Run 1, supply network:
Pins as bars on the die edge.
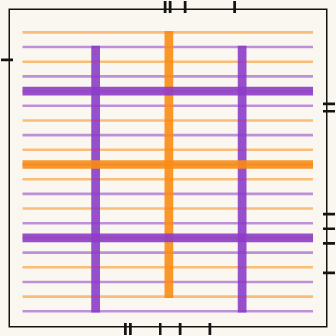
Run 1, placed cells, one colour a class:
Scale bar: 20 um.
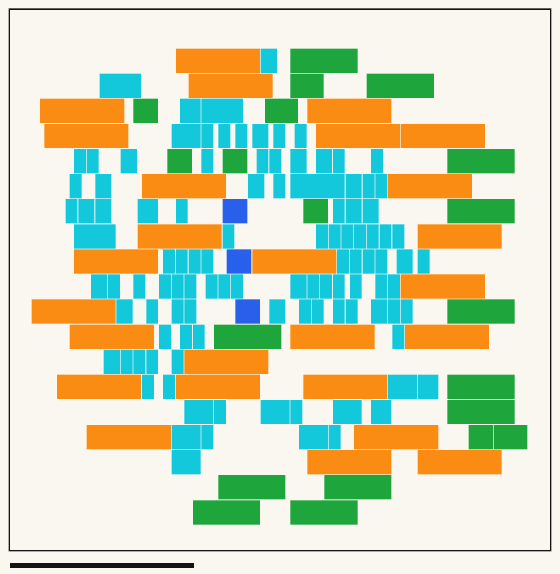
Run 1, clock distribution:
Scale bar: 20 um.
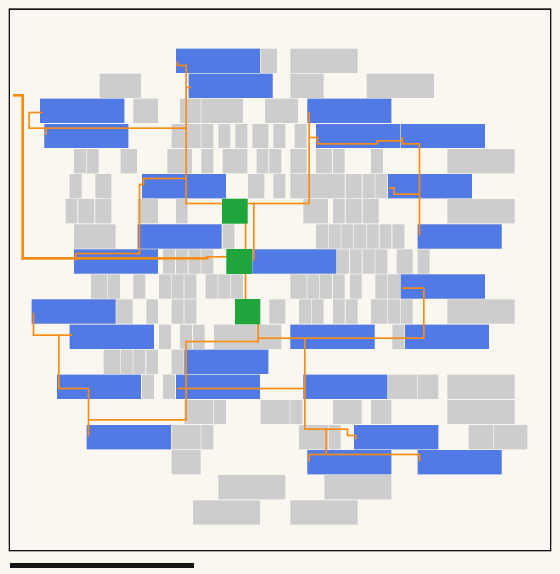
Run 1, signal wires by layer:
Only two layers are drawn.
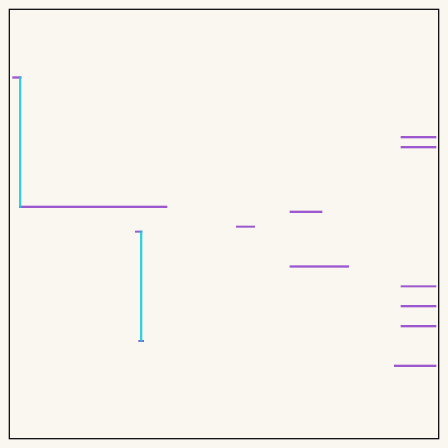
`config.mk`:
```
export PLATFORM = sky130hd
export DESIGN_NAME = serial_word_deserializer
export DESIGN_NICKNAME = d
export VERILOG_FILES = /design/src/rtl/serial_word_deserializer.sv
export SDC_FILE = /design/constraint.sdc
export NUM_CORES = 1
export LEC_CHECK = 0
export ABC_AREA = 1
export CAP_MARGIN = 15
export CORE_MARGIN = 2
export CORE_UTILIZATION = 40
export DETAILED_ROUTE_END_ITERATION = 12
export GPL_ROUTABILITY_DRIVEN = 0
export PLACE_DENSITY = 0.68
export SKIP_CTS_REPAIR_TIMING = 1
export SLEW_MARGIN = 15
export SYNTH_ARGS = -nofsm -noshare
export SYNTH_HDL_FRONTEND = slang
export SYNTH_SLANG_ARGS = --single-unit
```
`constraint.sdc`:
```
create_clock -name clk -period 1.5 [get_ports clk]
set_input_delay 0.3 -clock clk [delete_from_list [all_inputs] [get_ports clk]]
set_output_delay 0.3 -clock clk [all_outputs]
set_load 0.05 [all_outputs]
```
`src/rtl/serial_word_deserializer.sv`:
```
// Framed serial-to-parallel receiver: start bit (1), WIDTH data bits LSB-first,
// optional even-parity bit, stop bit (0). One-cycle valid / frame-error pulses.
module serial_word_deserializer #(
   parameter int WIDTH     = 8,
   parameter int PARITY_EN = 1
) (
   input  logic             clk,
   input  logic             reset,
   input  logic             din,
   input  logic             din_en,
   output logic [WIDTH-1:0] dout,
   output logic             dout_valid,
   output logic             parity_err,
   output logic             frame_err,
   output logic             busy
);

   localparam int CNT_W = (WIDTH > 1) ? $clog2(WIDTH) : 1;
   localparam logic [CNT_W-1:0] LAST_BIT = CNT_W'(WIDTH - 1);

   typedef enum logic [1:0] {
      S_IDLE,
      S_DATA,
      S_PARITY,
      S_STOP
   } state_t;

   state_t             state_q, state_d;
   logic [CNT_W-1:0]   cnt_q, cnt_d;
   logic [WIDTH-1:0]   shift_q, shift_d;
   logic               par_q, par_d;
   logic [WIDTH-1:0]   dout_q, dout_d;
   logic               valid_q, valid_d;
   logic               perr_q, perr_d;
   logic               ferr_q, ferr_d;
   logic               busy_q, busy_d;

   always_ff @(posedge clk or negedge reset) begin
      if (!reset) begin
         state_q <= S_IDLE;
         cnt_q   <= '0;
         shift_q <= '0;
         par_q   <= 1'b0;
         dout_q  <= '0;
         valid_q <= 1'b0;
         perr_q  <= 1'b0;
         ferr_q  <= 1'b0;
         busy_q  <= 1'b0;
      end else begin
         state_q <= state_d;
         cnt_q   <= cnt_d;
         shift_q <= shift_d;
         par_q   <= par_d;
         dout_q  <= dout_d;
         valid_q <= valid_d;
         perr_q  <= perr_d;
         ferr_q  <= ferr_d;
         busy_q  <= busy_d;
      end
   end

   always_comb begin
      state_d = state_q;
      cnt_d   = cnt_q;
      shift_d = shift_q;
      par_d   = par_q;
      dout_d  = dout_q;
      // Pulses self-clear every clock, independent of the strobe
      valid_d = 1'b0;
      perr_d  = 1'b0;
      ferr_d  = 1'b0;

      if (din_en) begin
         case (state_q)
            S_IDLE: begin
               if (din) begin
                  state_d = S_DATA;
                  cnt_d   = '0;
               end
            end
            S_DATA: begin
               shift_d = {din, shift_q[WIDTH-1:1]};
               cnt_d   = cnt_q + CNT_W'(1);
               if (cnt_q == LAST_BIT) begin
                  state_d = (PARITY_EN != 0) ? S_PARITY : S_STOP;
               end
            end
            S_PARITY: begin
               par_d   = din;
               state_d = S_STOP;
            end
            S_STOP: begin
               if (!din) begin
                  dout_d  = shift_q;
                  valid_d = 1'b1;
                  perr_d  = (PARITY_EN != 0) && (par_q != (^shift_q));
               end else begin
                  ferr_d  = 1'b1;
               end
               state_d = S_IDLE;
            end
            default: state_d = S_IDLE;
         endcase
      end

      busy_d = (state_d != S_IDLE);
   end

   assign dout       = dout_q;
   assign dout_valid = valid_q;
   assign parity_err = perr_q;
   assign frame_err  = ferr_q;
   assign busy       = busy_q;

endmodule

```
==> reports/qor.csv, run 1 <==
stage,metric,value,unit
outcome,outcome,"complete, no violations",
sta,fin_tns_setup,0,ps
cells_and_area,drive_gt1_frac,0.2102,
floorplanning,fp_util,0.4278,
cells_and_area,layout_top_cells,"55 x nand2_1, 26 x dfrtp_1, 13 x inv_1, 12 x buf_12, 9 x o21ai_0",
cts,cts_sinks,26,
logic_synthesis,ys_area,1190,um^2
cts,cts_buffer_depth,2,
worst_setup_path,cpPeakStageDelay,420,ps
flow_run,warnings,26,
sta,finalSetupViolCount,0,
routing,routed.top_layer,met4,
routing,met1_length,977,um
floorplanning,pin_count,16,
placed_design,io_buffer_count,15,
sta,max_slew.worst_pin.slew,322.7,ps
grt,gr-usage-met1,0.1849,
logic_synthesis,syn_inst,137,
logic_synthesis,syn_nets,143,
grt,gr-usage-all-layers,0.1385,
cts,numCtsBuffers,3,
sta,finalHoldViolations,0,
pwr,p_leak,0.7803,nW
worst_setup_path,crit_arrival,1560,ps
worst_setup_path,crit_chain,ha_1 > ha_1 > a22o_1 > or2_1,
worst_setup_path,rr_startpoint,cnt_q[0]$_DFFE_PN0P_,
worst_setup_path,r2r_slack,150,ps
grt,antenna_found_initial,0,
sta,timing.fmax,740.7,MHz
grt,gr-usage-met3,0.01978,
routing,first_iter_violations,26,
grt,grt_pass1_wl,3670,um
worst_setup_path,required,1710,ps
worst_setup_path,critPathCapture,busy$_DFF_PN0_,
worst_setup_path,worstRegToRegCells,4,
cells_and_area,layout_top_cell,nand2_1,
sta,timing.hold.ws,343.3,ps
pwr,power_density,1434,nW/um^2
logic_synthesis,synth_top_area_share,0.5468,
cells_and_area,fin_util,0.5529,
worst_setup_path,regToRegEndpoint,busy$_DFF_PN0_,
worst_setup_path,crit_top_cell,ha_1,
pwr,p_clk_frac,0.131,
cells_and_area,area_delta_synth_final,29.23,%
worst_setup_path,crit_family,flip-flops,
worst_setup_path,cp_num_cells,4,
cells_and_area,antennaDiodeCount,0,
sta,fin_crit,1350,ps
sta,fin_crit_sh,0.9000,
grt,grt_overflow,0,
flow_run,cap_violations,0,
floorplanning,dieArea,3427,um^2
placed_design,dp_hpwl,1636,um
worst_setup_path,worstSetupStartpointType,register,
logic_synthesis,postSynthSeqShare,0.5468,
worst_setup_path,path_max_fanout,3,
routing,first_pass_iters,4,
pwr,p_total,0.002205,W
min_path,min_path_type,in2async,
pwr,p_sw_frac,0.4051,
worst_setup_path,startpoint,cnt_q[0]$_DFFE_PN0P_,
grt,top_usage_layer,met2,
logic_synthesis,ys_ff,26,
cts,clkTransAtPathRegs,140,ps
sta,finalClockSkew,1.612,ps
routing,drc,0,
pwr,cell_internal_pwr,0.001312,W
sta,drv_slew,0,
routing,wire_per_inst,11.38,um
grt,gr-usage-met2,0.2231,
sta,rsz0062_at_grt,false,
routing,wl_met2,1066,um
pwr,switchingPower,0.0008934,W
Back to the opening pictures, 'supply network':
- purple: VSS
- orange: VDD
- met4 straps: 3
- met1 rails: 20
- rows: 19
maximum VDD drop: 0.8515 mV
Die Span X: 58.54 um
Core Region: 2781 um^2
die height: 58.54 um

Back to the opening pictures, 'placed cells, one colour a class':
- green: remaining buffers and delay cells (cells 20; share of their area 21%)
- orange: sequential cells (cells 26; share of their area 43%)
- blue: clock drivers (cells 3; share of their area 1.5%)
- cyan: combinational and other logic (cells 108; share of their area 35%)
design area: 1538 um^2
Core Rows: 19

Back to the opening pictures, 'clock distribution':
- blue: flip-flops (count 26)
- green: clock drivers (count 3)
- orange: clock wires (length 293 um)
- flops lie: all over the die

Back to the opening pictures, 'signal wires by layer':
- cyan: metal 4 (wire length 32.6 um)
- purple: metal 3 (wire length 64.3 um)
Post-Route WL: 2140 um
via count: 931

-- run 1: layout make-up --
cell class                 count  area [um^2]
tap                           31        38.79
clock buffer                   3        22.52
inverter                      15        56.30
multi-input combinational     93        461.7
sequential                    26        650.6
timing repair buffer          20        307.8
fill                         261         1244
-- run 1: power by group through the flow --
| stage | registers [W] | logic (W) | clock network, W |
|---|---|---|---|
| 2_1_floorplan | 0.00107 | 0.000558 | 0 |
| 3_3_place_gp | 0.00101 | 0.000872 | 0 |
| 3_5_place_dp | 0.00102 | 0.000914 | 0 |
| 4_1_cts | 0.00101 | 0.000921 | 0.000291 |
| 5_1_grt | 0.00103 | 0.00103 | 0.000314 |
| 6_report | 0.00101 | 0.000906 | 0.000289 |
-- run 1: logic make-up after synthesis --
group	Yosys count	synth area share
buf+inv	18	0.06520
fa+ha+maj	2	0.02103
simple gates	71	0.2503
compound gates	20	0.1167
flops	26	0.5468
-- run 1: Yosys cell counts, drive strengths merged --
library cell,number
a22o,1
o211ai,1
nor2,3
o21ai,16
a21oi,1
nand2,57
buf,3
or2,1
nor3,2
o22ai,1
dfrtp,26
ha,2
inv,15
nand3,8
-- run 1: sequential cells by signal (all words and copies together), names as in the netlist --
| signal | flops |
|---|---|
| busy | 1 |
| cnt_q | 3 |
| dout | 8 |
| dout_valid | 1 |
| frame_err | 1 |
| par_q | 1 |
| parity_err | 1 |
| shift_q | 8 |
| state_q | 2 |
-- run 1: through the flow --
stage	area, um^2	setup slack, ps	std cells
2_1_floorplan	1190	235.5	137
3_3_place_gp	1515	-62.05	185
3_5_place_dp	1515	-105.6	185
4_1_cts	1538	134.3	188
5_1_grt	1538	94.97	188
6_report	1538	150.0	188
==> run 2, diff against run 1 <==
Settings changed: ABC_CLOCK_PERIOD_IN_PS set to 1500, CORE_MARGIN 2 to 1.5.
==> run 2 against run 1 <==
Compared with the run above:
- hold slack better by 1.3 ps
- non-clock buffer count unchanged
- fmax rose by 0.41%
- critical path type unchanged
==> reports/qor.csv, run 2 <==
stage,metric,value,unit
outcome,outcome,"complete, no violations",
pwr,cell_internal_pwr,0.001310,W
cells_and_area,layout_top_cells,"55 x nand2_1, 26 x dfrtp_1, 13 x inv_1, 12 x buf_12, 9 x o21ai_0",
placed_design,dp_hpwl,1576,um
worst_setup_path,crit_chain,ha_1 > ha_1 > a22o_1 > or2_1,
grt,gr-usage-met1,0.1813,
pwr,p_sw_frac,0.3998,
sta,finalClockSkew,1.636,ps
routing,first_pass_iters,4,
cells_and_area,antennaDiodeCount,0,
sta,max_slew.worst_pin.slew,331.2,ps
sta,timing.hold.ws,344.6,ps
pwr,power_density,1420,nW/um^2
routing,drc,0,
logic_synthesis,postSynthSeqShare,0.5468,
floorplanning,dieArea,3311,um^2
cells_and_area,stdcell_area,1538,um^2
floorplanning,die-width,57.54,um
logic_synthesis,ys_ff,26,
logic_synthesis,syn_nets,143,
pwr,p_clk_frac,0.130,
cells_and_area,area_delta_synth_final,29.23,%
sta,fin_crit,1344,ps
flow_run,warnings,26,
grt,grt_pass1_wl,3663,um
sta,fin_tns_setup,0,ps
placed_design,dp_cells,185,
flow_run,cap_violations,0,
routing,first_iter_violations,30,
logic_synthesis,syn_inst,137,
placed_design,postPlaceCellArea,1515,um^2
cells_and_area,drive_gt1_frac,0.2102,
grt,antenna_found_initial,0,
floorplanning,rows,19,
sta,fin_crit_sh,0.8963,
worst_setup_path,worstSetupStartpointType,register,
logic_synthesis,area_leaders,"dfrtp_1 55%, nand2_1 17%, o21ai_2 5.2%",
cells_and_area,fillers,250,
sta,timing.fmax,743.8,MHz
cells_and_area,stdcell_count,188,
worst_setup_path,crit_top_cell,ha_1,
logic_synthesis,edf_count,0,
sta,rsz0062_at_grt,false,
grt,gr-usage-met2,0.2419,
grt,gr-usage-met3,0.02041,
cells_and_area,layout_top_cell,nand2_1,
pwr,switchingPower,0.0008729,W
cts,cts_sinks,26,
worst_setup_path,path_max_fanout,3,
placed_design,io_buffer_count,15,
placed_design,dpl_worst_slack,-108.8,ps
logic_synthesis,synthFlopType,dfrtp_1,
logic_synthesis,ys_area,1190,um^2
routing,wire_per_inst,11.06,um
sta,finalHoldViolations,0,
worst_setup_path,required,1710,ps
min_path,min_path_type,in2async,
sta,finalSetupViolCount,0,
grt,grt_overflow,0,
pwr,vdd_drop_max,0.9682,mV
grt,gr-usage-all-layers,0.1425,
logic_synthesis,async_reset_ff_frac,1.000,
routing,drt_wl_total,2080,um
cts,clkTransAtPathRegs,130,ps
cts,numCtsBuffers,3,
routing,vias,922,
routing,vias_per_cell,4.904,
worst_setup_path,path_buffers,0,
logic_synthesis,synth_top_area_share,0.5468,
sta,fin_ws,155.6,ps
worst_setup_path,cpPeakStageDelay,420,ps
worst_setup_path,r2r_slack,160,ps
cts,cts_buffer_depth,2,
floorplanning,core_area,2781,um^2
floorplanning,fp_util,0.4278,
pwr,p_total,0.002183,W
logic_synthesis,synthTopCellsByCount,"55 x nand2_1, 26 x dfrtp_1, 13 x inv_1, 9 x o21ai_0, 8 x nand3_1",
pwr,p_leak,0.7803,nW
grt,top_usage_layer,met2,
worst_setup_path,crit_arrival,1560,ps
logic_synthesis,synth_top_cell_by_count,nand2_1,
worst_setup_path,crit_family,flip-flops,
## run 2: cell counts after synthesis
Identical to the previous run, type by type.
## run 2: cell type report
cell class | count | area (um^2) | share of cell area
sequential | 26 | 650.6 | 0.4231
multi-input combinational | 93 | 461.7 | 0.3002
timing repair buffer | 20 | 307.8 | 0.2002
inverter | 15 | 56.30 | 0.03662
tap | 31 | 38.79 | 0.02522
clock buffer | 3 | 22.52 | 0.01465
## run 2: layer usage
metal,part of all wire,vias up,wire length [um]
met2,0.49,11,1016
li1,-,469,-
met3,0.024,4,49
met5,0,-,0
met1,0.47,438,985
met4,0.014,0,29
## run 2: logic make-up after synthesis
kind of cell | Yosys count | synth area share
simple gates | 71 | 0.2503
flops | 26 | 0.5468
compound gates | 20 | 0.1167
buf+inv | 18 | 0.06520
fa+ha+maj | 2 | 0.02103
## run 2: power groups by stage
stage               Sequential [W]  Clock (W)  Combinational [W]
global route               0.00104   0.000316            0.00102
floorplan                  0.00107          0           0.000558
global placement           0.00101          0           0.000869
finish                     0.00102   0.000285           0.000881
detailed placement         0.00103          0           0.000888
CTS                        0.00102   0.000298           0.000892
## run 2: final timing paths
kind / end / cells after the start / from
max reg2reg: busy$_DFF_PN0_ / 4 / cnt_q[0]$_DFFE_PN0P_
max in group asynchronous: dout[7]$_DFFE_PN0P_ / 2 / reset
min reg2reg: cnt_q[1]$_DFFE_PN0P_ / 2 / cnt_q[1]$_DFFE_PN0P_
min in group clk: cnt_q[1]$_DFFE_PN0P_ / 2 / cnt_q[1]$_DFFE_PN0P_
max: busy$_DFF_PN0_ / 4 / cnt_q[0]$_DFFE_PN0P_
min: shift_q[1]$_DFFE_PN0P_ / 2 / reset
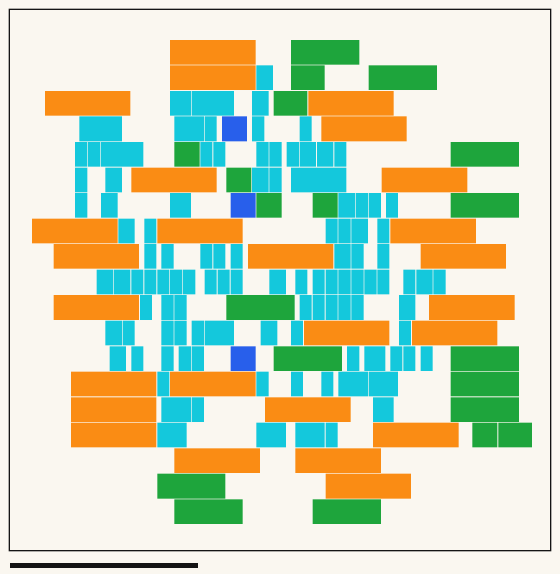
Run 2: placed cells, one colour a class
Scale bar: 20 um.
- green: remaining buffers and delay cells (cells 20; share of their area 21%)
- cyan: combinational and other logic (cells 108; share of their area 35%)
- orange: sequential cells (cells 26; share of their area 43%)
- blue: clock drivers (cells 3; share of their area 1.5%)
final core occ: 0.5529
flop share of the area: 0.4231

==> run 3, diff against run 2 <==
Settings changed: CORE_MARGIN 1.5 to 4, PLACE_DENSITY 0.68 to unset, SLEW_MARGIN 15 to unset.
==> run 3 against run 2 <==
Compared with the run above:
- sequential power is essentially flat
- total power grew 2.4%
- count of clock-buffer cells in the layout grew 1
- clock skew grew 2.6 ps
- via count shrank 2.2%
- critical endpoint unchanged
- largest cell class unchanged
- largest power group unchanged
==> reports/qor.csv, run 3 <==
stage,metric,value,unit
sta,rsz0062_at_grt,false,
grt,grt_overflow,0,
grt,antenna_found_initial,0,
cells_and_area,fillers,258,
grt,grt_pass1_wl,3898,um
sta,timing.hold.ws,330.0,ps
worst_setup_path,crit_arrival,1580,ps
worst_setup_path,cpPeakStageDelay,420,ps
sta,fin_crit,1368,ps
pwr,p_total,0.002236,W
logic_synthesis,async_reset_ff_frac,1.000,
routing,wire_per_inst,10.53,um
sta,max_slew.worst_pin.slew,321.1,ps
cts,cts_sinks,26,
logic_synthesis,simple_gate_share,0.2503,
outcome,outcome,"complete, no violations",
routing,vias,902,
sta,fin_crit_sh,0.9123,
logic_synthesis,syn_inst,137,
routing,detail-route-antenna-nets,0,
placed_design,dpl_worst_slack,-76.06,ps
sta,finalClockSkew,4.190,ps
worst_setup_path,required,1710,ps
logic_synthesis,area_leaders,"dfrtp_1 55%, nand2_1 17%, o21ai_2 5.2%",
logic_synthesis,ys_sh_adder,0.02103,
logic_synthesis,synth-xor-area-share,0,
logic_synthesis,synth_top_area_share,0.5468,
grt,gr-usage-all-layers,0.1218,
sta,fin_ws,131.5,ps
pwr,p_leak,0.7921,nW
logic_synthesis,ys_area,1190,um^2
cts,clkTransAtPathRegs,130,ps
routing,drt_wl_total,2001,um
placed_design,io_buffer_count,15,
logic_synthesis,synth_top_cell_by_count,nand2_1,
sta,finalHoldViolations,0,
routing,vias_per_cell,4.747,
cells_and_area,area_delta_synth_final,31.02,%
routing,drc,0,
logic_synthesis,synthTopCellsByCount,"55 x nand2_1, 26 x dfrtp_1, 13 x inv_1, 9 x o21ai_0, 8 x nand3_1",
cts,numCtsBuffers,3,
placed_design,dp_hpwl,1537,um
logic_synthesis,synthFlopType,dfrtp_1,
placed_design,postPlaceCellArea,1523,um^2
worst_setup_path,crit_chain,ha_1 > ha_1 > a22o_1 > or2_1,
cells_and_area,drive_gt1_frac,0.2201,
sta,fin_tns_setup,0,ps
floorplanning,pin_count,16,
cells_and_area,antennaDiodeCount,0,
sta,finalSetupViolCount,0,
worst_setup_path,path_max_fanout,3,
cells_and_area,fin_util,0.5558,
logic_synthesis,edf_count,0,
routing,first_pass_iters,4,
sta,timing.fmax,730.7,MHz
routing,first_iter_violations,46,
floorplanning,fp_util,0.4242,
pwr,vdd_drop_max,0.8672,mV
logic_synthesis,syn_nets,143,
min_path,min_path_type,in2async,
placed_design,dp_cells,186,
worst_setup_path,crit_top_cell,ha_1,
pwr,power_density,1434,nW/um^2
logic_synthesis,synthMuxAreaShare,0,
flow_run,cap_violations,0,
cells_and_area,layout_top_cell,nand2_1,
cells_and_area,layout_top_cells,"55 x nand2_1, 26 x dfrtp_1, 13 x inv_1, 12 x buf_12, 9 x o21ai_0",
cells_and_area,stdcell_count,190,
flow_run,warnings,26,
cells_and_area,stdcell_area,1559,um^2
floorplanning,dieArea,3911,um^2
logic_synthesis,ys_ff,26,
logic_synthesis,synthAoiAreaFrac,0.1167,
cts,cts_buffer_depth,2,
==> run 3: cell counts after synthesis <==
No cell type changed its count.
==> run 3: worst max-delay path, delay by kind of cell, from the launching register on <==
kind | cells | cell delay (ps)
and+or+nand+nor | 1 | 210
DFF | 1 | 420
AOI/OAI and AO/OA | 1 | 220
adders and majority gates | 2 | 420
==> run 3: worst paths after layout <==
kind	startpoint	end	slack [ps]	cells past startpoint
max	cnt_q[0]$_DFFE_PN0P_	busy$_DFF_PN0_	130	4
min	reset	dout[3]$_DFFE_PN0P_	330	2
max reg2reg	cnt_q[0]$_DFFE_PN0P_	busy$_DFF_PN0_	130	4
min reg2reg	cnt_q[1]$_DFFE_PN0P_	cnt_q[1]$_DFFE_PN0P_	530	2
max in group asynchronous	reset	cnt_q[2]$_DFFE_PN0P_	930	2
min in group clk	cnt_q[1]$_DFFE_PN0P_	cnt_q[1]$_DFFE_PN0P_	530	2
==> run 3: per-layer routing <==
| layer | global-route usage | vias up | part of all wire |
|---|---|---|---|
| li1 | - | 475 | - |
| met1 | 0.1596 | 411 | 0.48 |
| met2 | 0.1904 | 14 | 0.47 |
| met3 | 0.04856 | 2 | 0.044 |
| met4 | 0.02479 | 0 | 0.0070 |
| met5 | 0 | - | 0 |
==> run 3: layout make-up <==
class | instances | area, um^2 | share of cell area
clock buffers | 4 | 36.28 | 0.02327
inverters | 15 | 56.30 | 0.03612
multi-input cells | 93 | 461.7 | 0.2961
flip-flops and latches | 26 | 650.6 | 0.4173
well taps | 31 | 38.79 | 0.02488
repair buffers | 21 | 315.3 | 0.2022
==> run 3: power by group <==
group	internal, W	switching [W]
clock	0.000148	0.000191
sequential	0.000865	0.000147
combinational	0.000359	0.000525
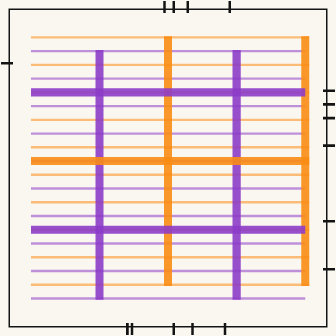
Run 3: supply network
Pins as bars on the die edge.
- orange: VDD
- purple: VSS
- met4 straps: 4
- signal pins: 16
- rows: 19
- met5 straps: 3
Core Region: 2805 um^2
Die Span X: 62.54 um
die height: 62.54 um


==> screenshots <==
Clock routing.
(a)
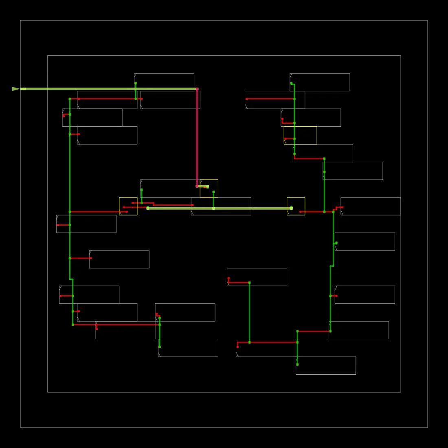
(b)
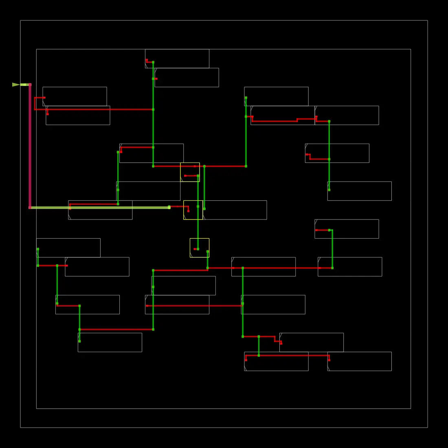
(c)
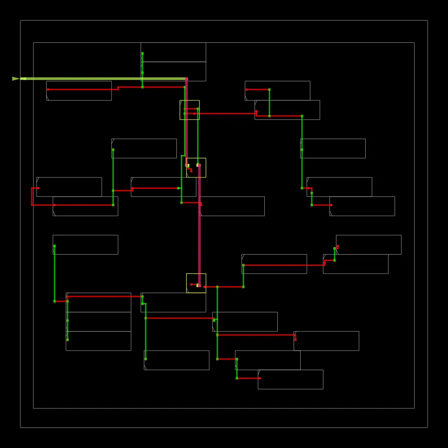
run 2: (c)
run 3: (a)
run 1: (b)

No activity file was given, so power comes from the tool's default toggle rates.
